<file path="config.mk">
export PLATFORM = sky130hd
export DESIGN_NAME = board_writer
export DESIGN_NICKNAME = d
export VERILOG_FILES = /design/src/rtl/tictac_pkg.sv /design/src/rtl/board_writer.sv
export SDC_FILE = /design/constraint.sdc
export NUM_CORES = 1
export LEC_CHECK = 0
export CORE_MARGIN = 2
export CORE_UTILIZATION = 35
export CTS_CLUSTER_DIAMETER = 40
export DETAILED_ROUTE_END_ITERATION = 6
export PLACE_DENSITY = 0.76
export SYNTH_ARGS = -nofsm -noshare
export SYNTH_HDL_FRONTEND = slang
export SYNTH_SLANG_ARGS = --single-unit
</file>
<file path="constraint.sdc">
create_clock -name clk -period 3.9 [get_ports clk]
set_clock_uncertainty 0.2 [all_clocks]
set_input_delay 0.585 -clock clk [delete_from_list [all_inputs] [get_ports clk]]
set_output_delay 0.585 -clock clk [all_outputs]
set_load 0.05 [all_outputs]
</file>
<file path="src/rtl/tictac_pkg.sv">
// tictac_pkg: cell codes, response codes, board size and FSM encoding shared by writer and read mux
package tictac_pkg;

    localparam int NUM_CELLS = 9;

    localparam logic [1:0] EMPTY = 2'd0;
    localparam logic [1:0] PX    = 2'd1;
    localparam logic [1:0] PO    = 2'd2;

    localparam logic [2:0] OK       = 3'd0;
    localparam logic [2:0] RANGE    = 3'd1;
    localparam logic [2:0] OCCUPIED = 3'd2;
    localparam logic [2:0] PLAYER   = 3'd3;
    localparam logic [2:0] TURN     = 3'd4;

    localparam logic [0:0] IDLE  = 1'b0;
    localparam logic [0:0] CLEAR = 1'b1;

    function automatic logic [1:0] other(input logic [1:0] p);
        return p == PX ? PO : PX;
    endfunction

endpackage

</file>
<file path="src/rtl/board_writer.sv">
// board_writer: validates and writes tic-tac-toe moves, tracks turn/count, sequences board clear
module board_writer
    import tictac_pkg::*;
#(
    parameter int CELL_W    = 16,
    parameter int NUM_CELLS = tictac_pkg::NUM_CELLS
) (
    input  logic              clk,
    input  logic              rst,
    input  logic              move_valid,
    output logic              move_ready,
    input  logic [3:0]        move_sel,
    input  logic [1:0]        move_player,
    input  logic              clear_req,
    output logic              resp_valid,
    output logic              resp_ok,
    output logic [2:0]        resp_code,
    output logic [CELL_W-1:0] cell1,
    output logic [CELL_W-1:0] cell2,
    output logic [CELL_W-1:0] cell3,
    output logic [CELL_W-1:0] cell4,
    output logic [CELL_W-1:0] cell5,
    output logic [CELL_W-1:0] cell6,
    output logic [CELL_W-1:0] cell7,
    output logic [CELL_W-1:0] cell8,
    output logic [CELL_W-1:0] cell9,
    output logic [3:0]        move_count,
    output logic [1:0]        turn,
    output logic              board_full,
    output logic              clearing
);

    localparam logic [3:0] LAST = 4'(NUM_CELLS - 1);

    logic [1:0] cells [NUM_CELLS];
    logic [0:0] state;
    logic [3:0] idx;
    logic [1:0] target;
    logic [2:0] code;
    logic       take;
    logic       legal;
    logic       clr_done;

    assign move_ready = state == IDLE && !clear_req;
    assign take       = move_valid && move_ready;
    assign legal      = take && code == OK;
    assign clearing   = state == CLEAR;
    assign clr_done   = clearing && idx == LAST;
    assign board_full = move_count == 4'(NUM_CELLS);

    assign cell1 = CELL_W'(cells[0]);
    assign cell2 = CELL_W'(cells[1]);
    assign cell3 = CELL_W'(cells[2]);
    assign cell4 = CELL_W'(cells[3]);
    assign cell5 = CELL_W'(cells[4]);
    assign cell6 = CELL_W'(cells[5]);
    assign cell7 = CELL_W'(cells[6]);
    assign cell8 = CELL_W'(cells[7]);
    assign cell9 = CELL_W'(cells[8]);

    // legality check: the first failing rule decides the code; the cell is only looked up when in range
    always_comb begin
        target = move_sel > LAST ? EMPTY : cells[move_sel];
        code   = move_sel > LAST                       ? RANGE    :
                 move_player != PX && move_player != PO ? PLAYER   :
                 move_player != turn                    ? TURN     :
                 target != EMPTY                        ? OCCUPIED : OK;
    end

    // cell array: legal moves write the addressed cell, the clear sequence zeroes one cell per cycle
    always_ff @(posedge clk) begin
        if (rst) begin
            for (int i = 0; i < NUM_CELLS; i++) cells[i] <= EMPTY;
        end else if (clearing) begin
            cells[idx] <= EMPTY;
        end else if (legal) begin
            cells[move_sel] <= move_player;
        end
    end

    // FSM and clear index: clear_req in IDLE starts a 9-cycle sweep, ignored while sweeping
    always_ff @(posedge clk) begin
        if (rst) begin
            state <= IDLE;
            idx   <= '0;
        end else if (state == IDLE) begin
            state <= clear_req ? CLEAR : IDLE;
            idx   <= '0;
        end else begin
            state <= clr_done ? IDLE : CLEAR;
            idx   <= clr_done ? idx : idx + 4'd1;
        end
    end

    // game progress: count saturates at a full board, turn alternates on each legal move
    always_ff @(posedge clk) begin
        if (rst || clr_done) begin
            move_count <= '0;
            turn       <= PX;
        end else if (legal) begin
            move_count <= board_full ? move_count : move_count + 4'd1;
            turn       <= other(turn);
        end
    end

    // response: pulse valid for every taken move, ok/code hold until the next taken move
    always_ff @(posedge clk) begin
        if (rst) begin
            resp_valid <= 1'b0;
            resp_ok    <= 1'b0;
            resp_code  <= OK;
        end else begin
            resp_valid <= take;
            resp_ok    <= take ? code == OK : resp_ok;
            resp_code  <= take ? code : resp_code;
        end
    end

endmodule
</file>
Figure 1. Met1 routing (run 1).
The bar under the picture is 20 microns long.
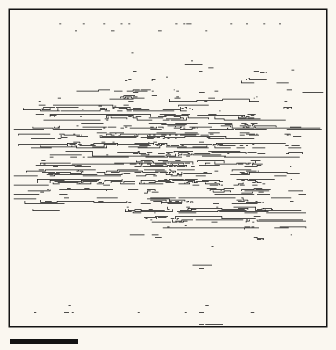
main direction: horizontal
share of all routed wire: 44%
longest straight run: 29.4 microns

Figure 2. M2 wires (run 1).
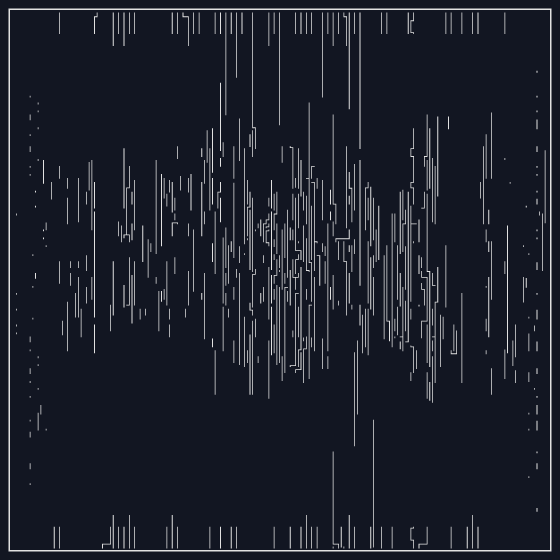
longest straight run: 27.4 microns
wire length on this layer: 2350 microns
nets with wire on the layer: 350
share of all routed wire: 46%
main direction: vertical

==> summary.txt, run 1 <==
fresh numbers from the pnr run: CP bufs+invs=2, Top Metal Used=met3, H-tree Lvls=2, drt drc=0, Top Layout Cells=conb_1, clkdlybuf4s50_1, nor2_1, EDFF count, synth=18, Worst Setup Path Type=input port to register, min Tclk post-route=about 3.3 ns, hold crit path type=register to register, Log Warnings=28, switch share=between 40 and 50%, fin nets=~380, Synth Area in Simple Gates=~15%, Final Instance Area=0.00292 sq mm, Layout Cells excl Fill=464, Placed Area=around 0.0028 sq mm, Synth Area in XOR/XNOR=under 10%, yosys stat cell total=around 320, CP max-delay cell=clkdlybuf4s50_1, Yosys warning count=0, Power, Total=1.10 mW, CP startpoint kind=input port, Die W=between 90 and 100 microns, clock network power share=between 20 and 30%, grt ovf=0, number of global-route vias before repair=between 1500 and 2000, Routed Antenna Nets=0, Cell variety after synth=46, cts repair resizes=0, Seq share, synth=31.3%, Antenna diodes=0, CORE AREA=approximately 0.0077 sq mm, Final Hold Vio Count=0, Max Cap Viol=0, Reg-to-Reg End=cells[1][1], Max Slew Vio Count=0, Critical Path, Cell by Cell=clkdlybuf4s50_1 -> or3b_1 -> o311ai_1 -> a41oi_2 -> a21oi_4 -> buf_4 -> mux2i_2 -> o21ai_0, CP peak stage delay=0.73 ns, main logic family after synthesis=buffers and inverters, initial antenna violation count=0, maximum vdd drop=approximately 200 uV, post-synth top area cell=buf_4, Commonest Layout Cell=conb_1, postcts setup bufs=0, Sw Pwr=0.486 mW, Filler cells=between 700 and 800, M1 WL=2.27 mm, final setup margin=0.564 ns, worst r2r src=clearing, Adders+Majority by Area=1.82%, Root Driver=clkbuf_8, Cell Area, Synth=0.00275 sq mm, Worst-path clk slew=0.07 ns, Synth mux share=3.05%, Tcrit/Tclk final=between 80% and 90%, Init Core Util=between 30% and 40%, part of the power in registers=a little over a third, CTS Buf Count=5, met2 routed WL=2.35 mm, area share, top type=a little over a third, Sink Count=34, hpwl dp=slightly above 4 mm, async set-reset flop share out of synthesis=0%, Hold Path Depth=2, Routed WL=just over 5 mm, Site Rows=32, routed length on met3=about 510 microns, P_int=0.619 mW, Largest cells by area=buf_4, edfxtp_1, dfxtp_1, setup TNS=0 ns, syn avg cell area=approximately 8.7 sq um, Top Registers=cells x18, idx x4, move_count x4, Crit. Startpoint=move_sel[0], Setup Viol. Count Final=0, Static Leakage=1.24 nW, Worst Setup EP=cells[1][1], crit end category=register, post-layout util=38.0%, Area Growth Syn to Fin=6.28%, TritonCTS clock tree=built, wire per inst=roughly 11 microns, top_reg_cell synth=edfxtp_1, Top reg by flops=cells, pre-CTS setup slack=~0.28 ns, required time worst endpoint=about 3.7 ns, outcome=completed, Starting DRT DRC Count=approximately 140, via count=approximately 1900, crit-path leading delay family=buffers and inverters, YS chip area=approximately 0.0027 sq mm, Slew HR=approximately two thirds, worst path arrival time=between 3 and 4 ns, cell total after placement=between 400 and 500, largest net degree at the start of global routing=17, Crit path depth=8, first-pass GRT wire length=about 7.8 mm, Max Fanout on Critical Path=12, Logic pwr share=~36%, RSZ-0062 raised after global routing=false, AO/OA Area Share=a little over a tenth, Registers, synthesis=34, layout cells sized above 1=between 6 and 7%, Final Wtd Congestion=between 0.8 and 0.9, Worst-Skew Late Latency=0.28 ns, GRT Overall Usage=11.4%, hold buffers post-CTS=0, Via density=between 4 and 5, Max Fclk=~300 MHz, height of the die=between 90 and 100 microns, Max clock buf depth=2, Min Hold Slack=0.265 ns, R2R Setup Slk=about 1.0 ns, max reg flops=18, Slew @ Worst Pin=0.517 ns, R2R cell count=6, post-synthesis instance total=between 300 and 400, power density over the cells=between 300 and 400 mW/mm^2, DR pass1 iterations=5, DIE AREA=0.00858 sq mm
Figure 3. Signal wires on met3 (run 1).
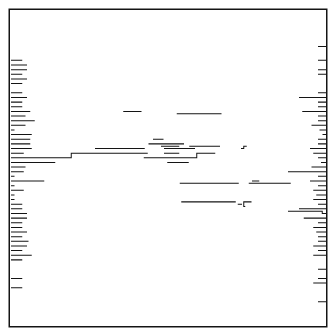
nets with wire on the layer: 105
longest straight run: 22.3 microns
wire length on this layer: 511 microns
main direction: horizontal

Figure 4. Wires at chosen ports, followed through buffers (run 1).
The bar under the picture is 20 microns long.
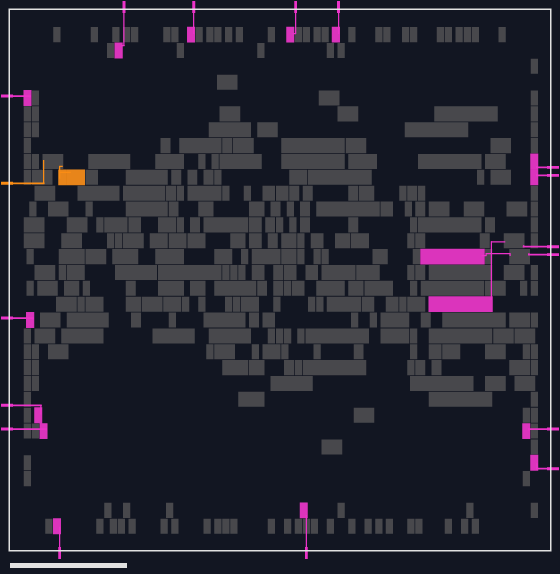
legend:
  orange:
    port: clear_req
    direction: input
    end_cells: 2
    wire: 13.5 microns
  magenta:
    port: cell4
    direction: output
    end_cells: 16
    wire: 82.6 microns
I/O pin cnt: 168
PortBufs: 41

[run 1: layer usage]
metal | track usage [%] | vias to the layer above
met5 | 0 | -
met4 | 2.33 | 0
met3 | 3.17 | 0
met2 | 17.8 | 127
met1 | 15.9 | 853
li1 | - | 894
[run 1: layout make-up]
class / instances / area, sq um / share of cell area, %
clock inverter: 3 / 40.0 / 1.37
inverter: 8 / 30.0 / 1.03
clock buffer: 5 / 68.8 / 2.36
multi-input combinational: 268 / 1360 / 46.6
timing repair buffer: 44 / 433 / 14.8
tap: 102 / 128 / 4.37
sequential: 34 / 861 / 29.5
[run 1: cell usage after synthesis (2+ instances only)]
library cell	n
mux2_2	2
a211oi_1	4
buf_4	127
a21oi_1	7
nand4_1	3
nor4_1	2
nand2_1	14
and2_1	2
xor2_1	3
nor3_1	5
mux2i_1	2
inv_1	8
nor2b_1	5
o211ai_1	2
nand3_1	3
a211o_1	2
ha_1	4
edfxtp_1	18
o21ai_0	16
dfxtp_1	16
mux2i_2	3
clkbuf_1	2
xnor2_1	4
or3b_1	2
nor2_1	38
[run 1: power groups by stage]
stage          registers (mW)  clock network, mW  logic (mW)
2_1_floorplan           0.439                  0       0.410
3_3_place_gp            0.404                  0       0.392
3_5_place_dp            0.404                  0       0.395
4_1_cts                 0.396              0.320       0.395
5_1_grt                 0.398              0.334       0.414
6_report                0.396              0.311       0.398
[run 1: worst min path at each step]
stage / startpoint / endpoint / slack [ns]
after floorplan: idx[3] / idx[3] / 0.34
after detailed placement: resp_code[2] / resp_code[2] / 0.26
final: resp_code[2] / resp_code[2] / 0.26
after CTS: resp_code[2] / resp_code[2] / 0.27
after global routing: resp_code[2] / resp_code[2] / 0.31
after global placement: resp_code[2] / resp_code[2] / 0.24
==> run 2: changes to the inputs <==
--- a/config.mk
+++ b/config.mk
@@ -7,9 +7,9 @@
 export LEC_CHECK = 0
 export CORE_MARGIN = 2
 export CORE_UTILIZATION = 35
-export CTS_CLUSTER_DIAMETER = 40
 export DETAILED_ROUTE_END_ITERATION = 6
 export PLACE_DENSITY = 0.76
+export SETUP_SLACK_MARGIN = 0.1
 export SYNTH_ARGS = -nofsm -noshare
 export SYNTH_HDL_FRONTEND = slang
 export SYNTH_SLANG_ARGS = --single-unit
Figure 5. Signal wires on met3 (run 2).
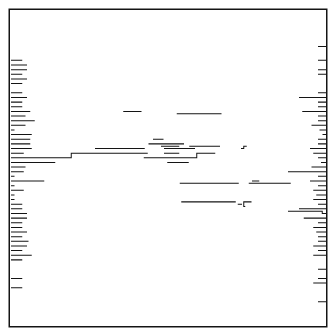
main direction: horizontal
wire length on this layer: 511 microns
nets with wire on the layer: 105
share of all routed wire: 10%
via count: 1874
GR met3 Demand/Resource: 3.17%
Routed WL: 5.13 mm

==> summary.txt, run 2 <==
fresh numbers from the pnr run: outcome=completed (unchanged), crit end category=register (unchanged), Logic pwr share=36.0% (about the same), Cell Area, Synth=0.00275 sq mm (unchanged), Comb power=0.398 mW (about the same), Slew HR=65.4% (unchanged), Slew @ Worst Pin=0.517 ns (unchanged), PortBufs=41 (unchanged), crit-path leading delay family=buffers and inverters (unchanged), Final Wtd Congestion=0.881 (unchanged), Max Slew Vio Count=0 (unchanged), postcts setup bufs=0 (unchanged), Clk power=0.311 mW (about the same), Critical Path, Cell by Cell=clkdlybuf4s50_1 -> or3b_1 -> o311ai_1 -> a41oi_2 -> a21oi_4 -> buf_4 -> mux2i_2 -> o21ai_0 (unchanged), max reg flops=18 (unchanged), first-pass GRT wire length=7.78 mm (unchanged), Cell variety after synth=46 (unchanged), required time worst endpoint=3.69 ns (about the same), Setup Viol. Count Final=0 (unchanged), clock network power share=28.1% (about the same), Static Leakage=1.24 nW (unchanged), DIE AREA=0.00858 sq mm (unchanged), Area Growth Syn to Fin=6.28% (unchanged), Log Warnings=28 (unchanged), Init Core Util=35.8% (unchanged), CORE AREA=0.00769 sq mm (unchanged), Top Registers=cells x18, idx x4, move_count x4 (unchanged), worst path arrival time=3.13 ns (about the same), Via density=4.04 (unchanged), I/O pin cnt=168 (unchanged), top_reg_cell synth=edfxtp_1 (unchanged), Max Fanout on Critical Path=12 (unchanged), area share, top type=34.7% (unchanged), initial antenna violation count=0 (unchanged), cell total after placement=456 (unchanged), Sink Count=34 (unchanged), Tcrit/Tclk final=85.5% (unchanged), Yosys warning count=0 (unchanged), Max clock buf depth=2 (unchanged), hold buffers post-CTS=0 (unchanged), height of the die=92.6 microns (unchanged), YS chip area=0.00275 sq mm (unchanged), maximum vdd drop=196 uV (unchanged), Yosys top cell by instances=buf_4 (unchanged), yosys stat cell total=315 (unchanged), power density over the cells=378 mW/mm^2 (unchanged), Final Hold Vio Count=0 (unchanged), syn avg cell area=8.73 sq um (unchanged), Root Driver=clkbuf_8 (unchanged), Routed Antenna Nets=0 (unchanged), cts repair resizes=0 (unchanged), Antenna diodes=0 (unchanged), Worst-Skew Late Latency=0.28 ns (about the same), Seq group=0.396 mW (about the same), post-synthesis instance total=315 (unchanged), Site Rows=32 (unchanged), Commonest Layout Cell=conb_1 (unchanged), P_int=0.619 mW (unchanged), switch share=44.0% (unchanged), H-tree Lvls=2 (unchanged), Worst Setup Path Type=input port to register (unchanged), Largest cells by area=buf_4, edfxtp_1, dfxtp_1 (unchanged), RSZ-0062 raised after global routing=false (unchanged), CP peak stage delay=0.73 ns (about the same), Registers, synthesis=34 (unchanged), DR pass1 iterations=5 (unchanged), min Tclk post-route=3.34 ns (unchanged), async set-reset flop share out of synthesis=0% (unchanged), Seq share, synth=31.3% (unchanged), CP max-delay cell=clkdlybuf4s50_1 (unchanged), Die W=92.6 microns (unchanged), CP bufs+invs=2 (unchanged), Max Cap Viol=0 (unchanged), CTS Buf Count=5 (unchanged), hpwl dp=4.14 mm (unchanged), synth cell count leaders=buf_4, nor2_1, edfxtp_1 (unchanged), Top reg by flops=cells (unchanged), GRT Overall Usage=11.4% (unchanged), Layout Cells excl Fill=464 (unchanged), hold crit path type=register to register (unchanged), number of global-route vias before repair=1579 (unchanged), Worst-path clk slew=0.07 ns (about the same), layout cells sized above 1=6.63% (unchanged), drt drc=0 (unchanged), TritonCTS clock tree=built (unchanged), Max Fclk=300 MHz (unchanged), EDFF count, synth=18 (unchanged), post-synth top area cell=buf_4 (unchanged), fin nets=375 (unchanged), setup TNS=0 ns (unchanged), Top Layout Cells=conb_1, clkdlybuf4s50_1, nor2_1 (unchanged), grt ovf=0 (unchanged), largest net degree at the start of global routing=17 (unchanged), wire per inst=11.1 microns (unchanged), Sw Pwr=0.486 mW (unchanged), part of the power in registers=35.9% (about the same), CP startpoint kind=input port (unchanged), Starting DRT DRC Count=144 (unchanged), Pwr top=combinational cells (unchanged)
Figure 6. Wires at chosen ports, followed through buffers (run 2).
The bar under the picture is 20 microns long.
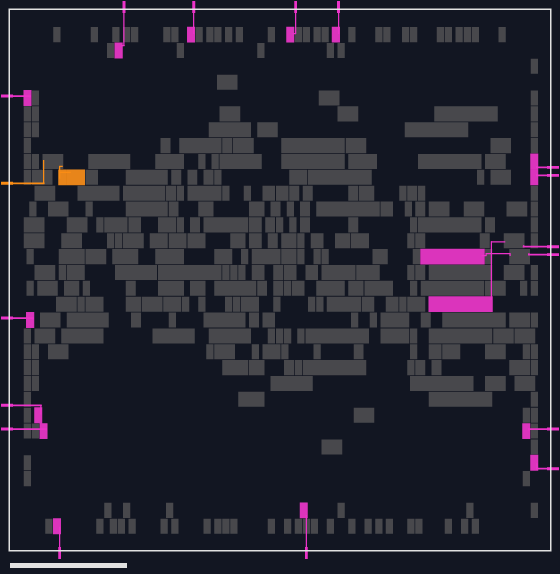
legend:
  orange:
    port: clear_req
    direction: input
    end_cells: 2
    wire: 13.5 microns
  magenta:
    port: cell4
    direction: output
    end_cells: 16
    wire: 82.6 microns

run 2: cell counts in the layout (fill, tap and decap cells not counted):
Identical to the previous run, type by type.
run 2: stage by stage:
stage / worst slack (ns) / utilization [%] / power, mW / hold WS [ns] / area, sq um
2_1_floorplan: 0.970 / - / 0.849 / 0.336 / 3220
6_report: 0.564 / 38.0 / 1.10 / 0.265 / 2920
4_1_cts: 0.575 / 38.0 / 1.11 / 0.270 / 2920
5_1_grt: 0.354 / 38.0 / 1.15 / 0.314 / 2920
3_3_place_gp: 0.435 / 36.6 / 0.796 / 0.244 / 2810
3_5_place_dp: 0.279 / 36.6 / 0.799 / 0.261 / 2810
run 2: cell families after synthesis:
logic type	Yosys count	synth area share, %
mux	7	3.05
buf+inv	138	36.2
fa+ha+maj	4	1.82
other cells	1	0.136
xor+xnor	7	2.23
compound gates	43	10.6
simple gates	81	14.6
flops	34	31.3
run 2: metal layers:
layer / wire length (microns) / GRT usage, % / vias up
li1: - / - / 894
met1: 2270 / 15.9 / 853
met2: 2350 / 17.8 / 127
met3: 511 / 3.17 / 0
met4: 0 / 2.33 / 0
met5: 0 / 0 / -
run 2: worst paths after layout:
check | startpoint | to | slack, ns | depth (start not counted)
worst max register to register | clearing | cells[1][1] | 1.03 | 6
worst max-delay path | move_sel[0] | cells[1][1] | 0.56 | 8
worst min-delay path | resp_code[2] | resp_code[2] | 0.26 | 2
worst min register to register | resp_code[2] | resp_code[2] | 0.26 | 2
run 2: final cells by class:
cell class                 instances  area, sq um
fill                             777         4770
multi-input combinational        268         1360
sequential                        34          861
timing repair buffer              44          433
tap                              102          128
clock buffer                       5         68.8
clock inverter                     3         40.0
inverter                           8         30.0
==> run 3: changes to the inputs <==
--- a/config.mk
+++ b/config.mk
@@ -10,6 +10,7 @@
 export DETAILED_ROUTE_END_ITERATION = 6
 export PLACE_DENSITY = 0.76
 export SETUP_SLACK_MARGIN = 0.1
+export SKIP_CTS_REPAIR_TIMING = 1
 export SYNTH_ARGS = -nofsm -noshare
 export SYNTH_HDL_FRONTEND = slang
 export SYNTH_SLANG_ARGS = --single-unit
Figure 7. Met1 routing (run 3).
The bar under the picture is 20 microns long.
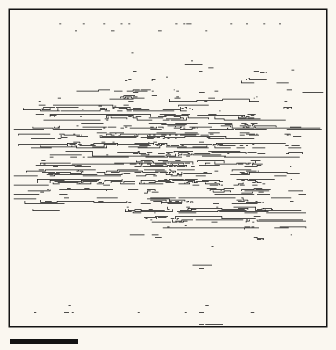
longest straight run: 29.4 microns
wire length on this layer: 2270 microns
main direction: horizontal
nets with wire on the layer: 242
grt met1 use: 15.9%

==> summary.txt, run 3 <==
fresh numbers from the pnr run: outcome=completed (unchanged), Max clock buf depth=2 (unchanged), TritonCTS clock tree=built (unchanged), Top Layout Cells=conb_1, clkdlybuf4s50_1, nor2_1 (unchanged), Cell Area, Synth=0.00275 sq mm (unchanged), EDFF count, synth=18 (unchanged), Max Cap Viol=0 (unchanged), Hold Path Depth=2 (unchanged), Cell variety after synth=46 (unchanged), post-synthesis instance total=315 (unchanged), YS chip area=0.00275 sq mm (unchanged), CTS Buf Count=5 (unchanged), Via density=4.04 (unchanged), RSZ-0062 raised after global routing=false (unchanged), I/O pin cnt=168 (unchanged), Crit path depth=8 (unchanged), Filler cells=777 (unchanged), Starting DRT DRC Count=144 (unchanged), Registers, synthesis=34 (unchanged), met2 routed WL=2.35 mm (unchanged), CORE AREA=0.00769 sq mm (unchanged), Final Instance Area=0.00292 sq mm (unchanged), M1 WL=2.27 mm (unchanged), routed length on met3=511 microns (unchanged), height of the die=92.6 microns (unchanged), hpwl dp=4.14 mm (unchanged), number of global-route vias before repair=1579 (unchanged), Die W=92.6 microns (unchanged), Max Fanout on Critical Path=12 (unchanged), Largest cells by area=buf_4, edfxtp_1, dfxtp_1 (unchanged), initial antenna violation count=0 (unchanged), Worst Setup Path Type=input port to register (unchanged), via count=1874 (unchanged), async set-reset flop share out of synthesis=0% (unchanged), Worst-path clk slew=0.07 ns (about the same), Top Metal Used=met3 (unchanged), Yosys top cell by instances=buf_4 (unchanged), yosys stat cell total=315 (unchanged), power density over the cells=378 mW/mm^2 (unchanged), setup TNS=0 ns (unchanged), R2R cell count=6 (unchanged), area share, top type=34.7% (unchanged), Final Hold Vio Count=0 (unchanged), Seq share, synth=31.3% (unchanged), Yosys warning count=0 (unchanged), Flop area=861 sq um (unchanged), Slew @ Worst Pin=0.517 ns (unchanged), Tcrit/Tclk final=85.5% (unchanged), Max Slew Vio Count=0 (unchanged), clock network power share=28.1% (about the same), Sink Count=34 (unchanged), pre-CTS setup slack=0.279 ns (unchanged), P_int=0.619 mW (unchanged), CP startpoint kind=input port (unchanged), GRT Overall Usage=11.4% (unchanged), Site Rows=32 (unchanged), Critical Path, Cell by Cell=clkdlybuf4s50_1 -> or3b_1 -> o311ai_1 -> a41oi_2 -> a21oi_4 -> buf_4 -> mux2i_2 -> o21ai_0 (unchanged), final setup margin=0.564 ns (unchanged), syn avg cell area=8.73 sq um (unchanged), worst path arrival time=3.13 ns (about the same), Logic pwr share=36.0% (about the same), switch share=44.0% (unchanged), min Tclk post-route=3.34 ns (unchanged), top_reg_cell synth=edfxtp_1 (unchanged), DR pass1 iterations=5 (unchanged), Routed Antenna Nets=0 (unchanged), largest net degree at the start of global routing=17 (unchanged), max reg flops=18 (unchanged), Sw Pwr=0.486 mW (unchanged), Max Fclk=300 MHz (unchanged), fin nets=375 (unchanged), CP max-delay cell=clkdlybuf4s50_1 (unchanged), Static Leakage=1.24 nW (unchanged), post-synth top area cell=buf_4 (unchanged), wire per inst=11.1 microns (unchanged), first-pass GRT wire length=7.78 mm (unchanged), Final Wtd Congestion=0.881 (unchanged), Top reg by flops=cells (unchanged), Slew HR=65.4% (unchanged), synth cell count leaders=buf_4, nor2_1, edfxtp_1 (unchanged), Comb area=0.00136 sq mm (unchanged), Antenna diodes=0 (unchanged), crit-path leading delay family=buffers and inverters (unchanged), DIE AREA=0.00858 sq mm (unchanged), layout cells sized above 1=6.63% (unchanged), Commonest Layout Cell=conb_1 (unchanged), drt drc=0 (unchanged), Log Warnings=28 (unchanged), Init Core Util=35.8% (unchanged), required time worst endpoint=3.69 ns (about the same), part of the power in registers=35.9% (about the same), H-tree Lvls=2 (unchanged), grt ovf=0 (unchanged), Root Driver=clkbuf_8 (unchanged), CP bufs+invs=2 (unchanged)
Figure 8. Wires at chosen ports, followed through buffers (run 3).
The bar under the picture is 20 microns long.
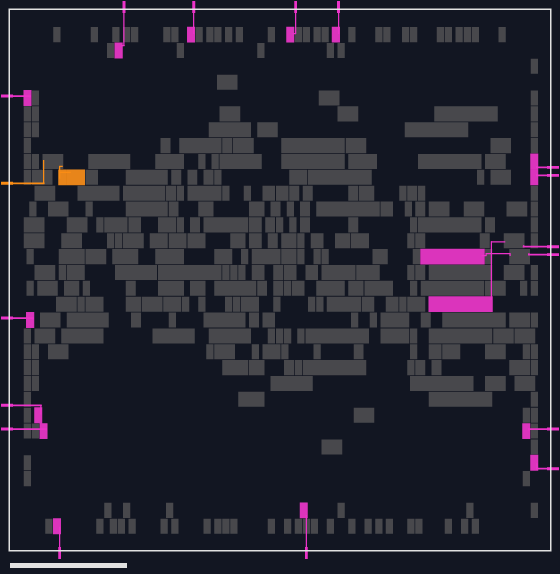
legend:
  orange:
    port: clear_req
    direction: input
    end_cells: 2
    wire: 13.5 microns
  magenta:
    port: cell4
    direction: output
    end_cells: 16
    wire: 82.6 microns

[run 3: cell counts after synthesis]
No cell type changed its count.
[run 3: power groups by stage]
stage | Combinational (mW) | Clock, mW | Sequential, mW
finish | 0.398 | 0.311 | 0.396
global route | 0.414 | 0.334 | 0.398
CTS | 0.395 | 0.320 | 0.396
detailed placement | 0.395 | 0 | 0.404
global placement | 0.392 | 0 | 0.404
floorplan | 0.410 | 0 | 0.439
[run 3: final timing paths]
check                       to    startpoint  slack [ns]
setup / recovery   cells[1][1]   move_sel[0]        0.56
hold / removal    resp_code[2]  resp_code[2]        0.26
setup reg to reg   cells[1][1]      clearing        1.03
hold reg to reg   resp_code[2]  resp_code[2]        0.26
[run 3: logic make-up after synthesis]
group | after synthesis | share of synthesized area, %
compound gates | 43 | 10.6
xor+xnor | 7 | 2.23
fa+ha+maj | 4 | 1.82
buf+inv | 138 | 36.2
flops | 34 | 31.3
mux | 7 | 3.05
other cells | 1 | 0.136
simple gates | 81 | 14.6
[run 3: cell type report]
type                       instances  share of cell area (%)
clock buffer                       5                    2.36
inverter                           8                    1.03
tap                              102                    4.37
multi-input combinational        268                    46.6
sequential                        34                    29.5
timing repair buffer              44                    14.8
clock inverter                     3                    1.37
[run 3: worst min-delay path: stages, from the launching register on]
cell and delay [ns]:
dfxtp_1 0.31, nand2_1 0.05, a21oi_1 0.05
[run 3: metal layers]
metal,vias to the layer above,track usage (%)
li1,894,-
met1,853,15.9
met2,127,17.8
met3,0,3.17
met4,0,2.33
met5,-,0
[run 3: stage by stage]
stage | util, % | hold WS, ns | instances
floorplan | - | 0.336 | 440
global placement | 36.6 | 0.244 | 456
detailed placement | 36.6 | 0.261 | 456
CTS | 38.0 | 0.270 | 464
global route | 38.0 | 0.314 | 464
finish | 38.0 | 0.265 | 464
Power and IR drop assume default switching activity.
